Design opll_bus_writer_flat, sky130hd; sources not shown.
==> images/registers.png <==
The bar under the picture is 20 um long.
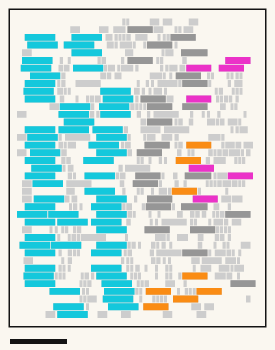
orange -> u_core.bus.din  # flops 8
cyan -> u_core.u_fifo.mem  # flops 64
magenta -> u_core.cnt_q  # flops 7
P_seq: 1.33 mW
Layout Utilization: 58.3%

==> images/final_congestion.png <==
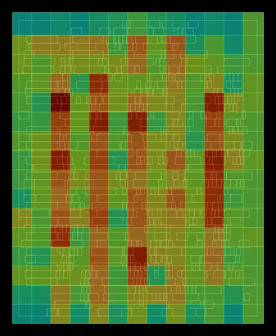
WL per Instance: 13.7 um
met1 Track Usage GR: 20.3%
M2 GR Usage: 31.0%
GR peak layer: met2
met3 usage: 3.04%

==> images/cell_classes.png <==
The bar under the picture is 20 um long.
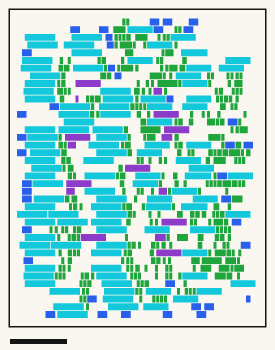
purple -> clock drivers and dummy loads  # cells 16, share of their area 5.6%
green -> all other logic  # cells 324, share of their area 31%
blue -> other buffers and delay cells  # cells 39, share of their area 7.3%
cyan -> flip-flops  # cells 103, share of their area 56%
core box area: 9080 um^2
fin area: 5290 um^2
Seq/total area: 54.8%

==> images/drive_strength.png <==
The bar under the picture is 20 um long.
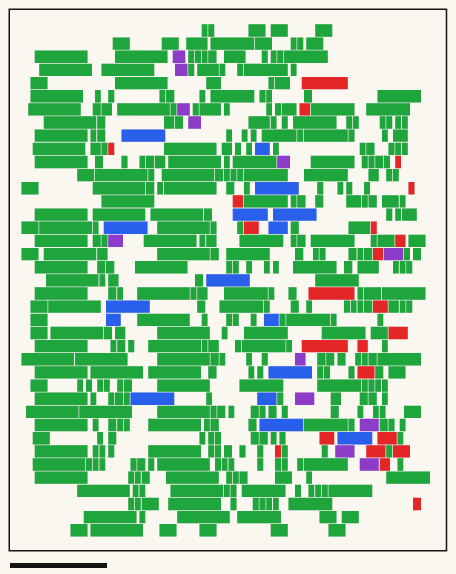
purple -> drive 3 to 4  # cells 12
red -> drive 2  # cells 23
blue -> drive 6 and up  # cells 16
green -> drive 1 or less  # cells 431
Setup WS post-layout: 1200 ps
Layout area overhead: 16.4%
Non-clk bufs: 39

==> Changelog: implementation <==
## Implementation

* Via count at between 3000 and 4000
* Number of enable flip-flop cells at around 64
* Flops out of synthesis at around 100
* Post-CTS Setup Bufs at 0
* Maximum clock rate at 0.349 GHz
* Post-synth cell types at 33
* Pwr Total at around 2.5 mW
* Arr. time, crit path at between 3000 and 4000 ps
* R2R depth at 14
* Hold-fix buffers, CTS at 0
* Reg power frac at between 50% and 60%
* First-pass GRT wire length at 14.0 mm
* Main power group: sequential cells
* Final Setup Violations at 0
* Input/output buffers at 34
* Status: finished, final reports clean
* Top Layout Cells: 117 x nand2_1, 64 x edfxtp_1, 46 x inv_1
* Iter 0 DRT Violations at 109
* Clock buffer depth at 2
* Fp util at roughly half
* Root buf cell: clkbuf_16
* Yosys top cell by instances: nand2_1
* Peak supply drop at 0.000289 V
* Synth warnings at 0
* Non-filler instance count after layout at a little over 600
* Worst-Margin Slew at 834 ps
final cells by class:
type	count	share of cell area, %
clock buffers	10	4.33
well taps	123	2.91
multi-input cells	272	26.0
flip-flops and latches	103	54.8
repair buffers	39	7.05
inverters	52	3.74
clock inverters	6	1.09
cell families after synthesis:
group                      after synthesis  share of synthesized area (%)
and+or+nand+nor                        210                           20.7
DFF                                    103                           63.8
buffers and inverters                   64                           5.84
AOI/OAI and AO/OA                       47                           5.86
adders and majority gates                8                           2.37
xor gates and xnor gates                 6                           1.16
muxes                                    1                          0.248
Power figures rest on the tool's default switching activity, not on a simulated workload.
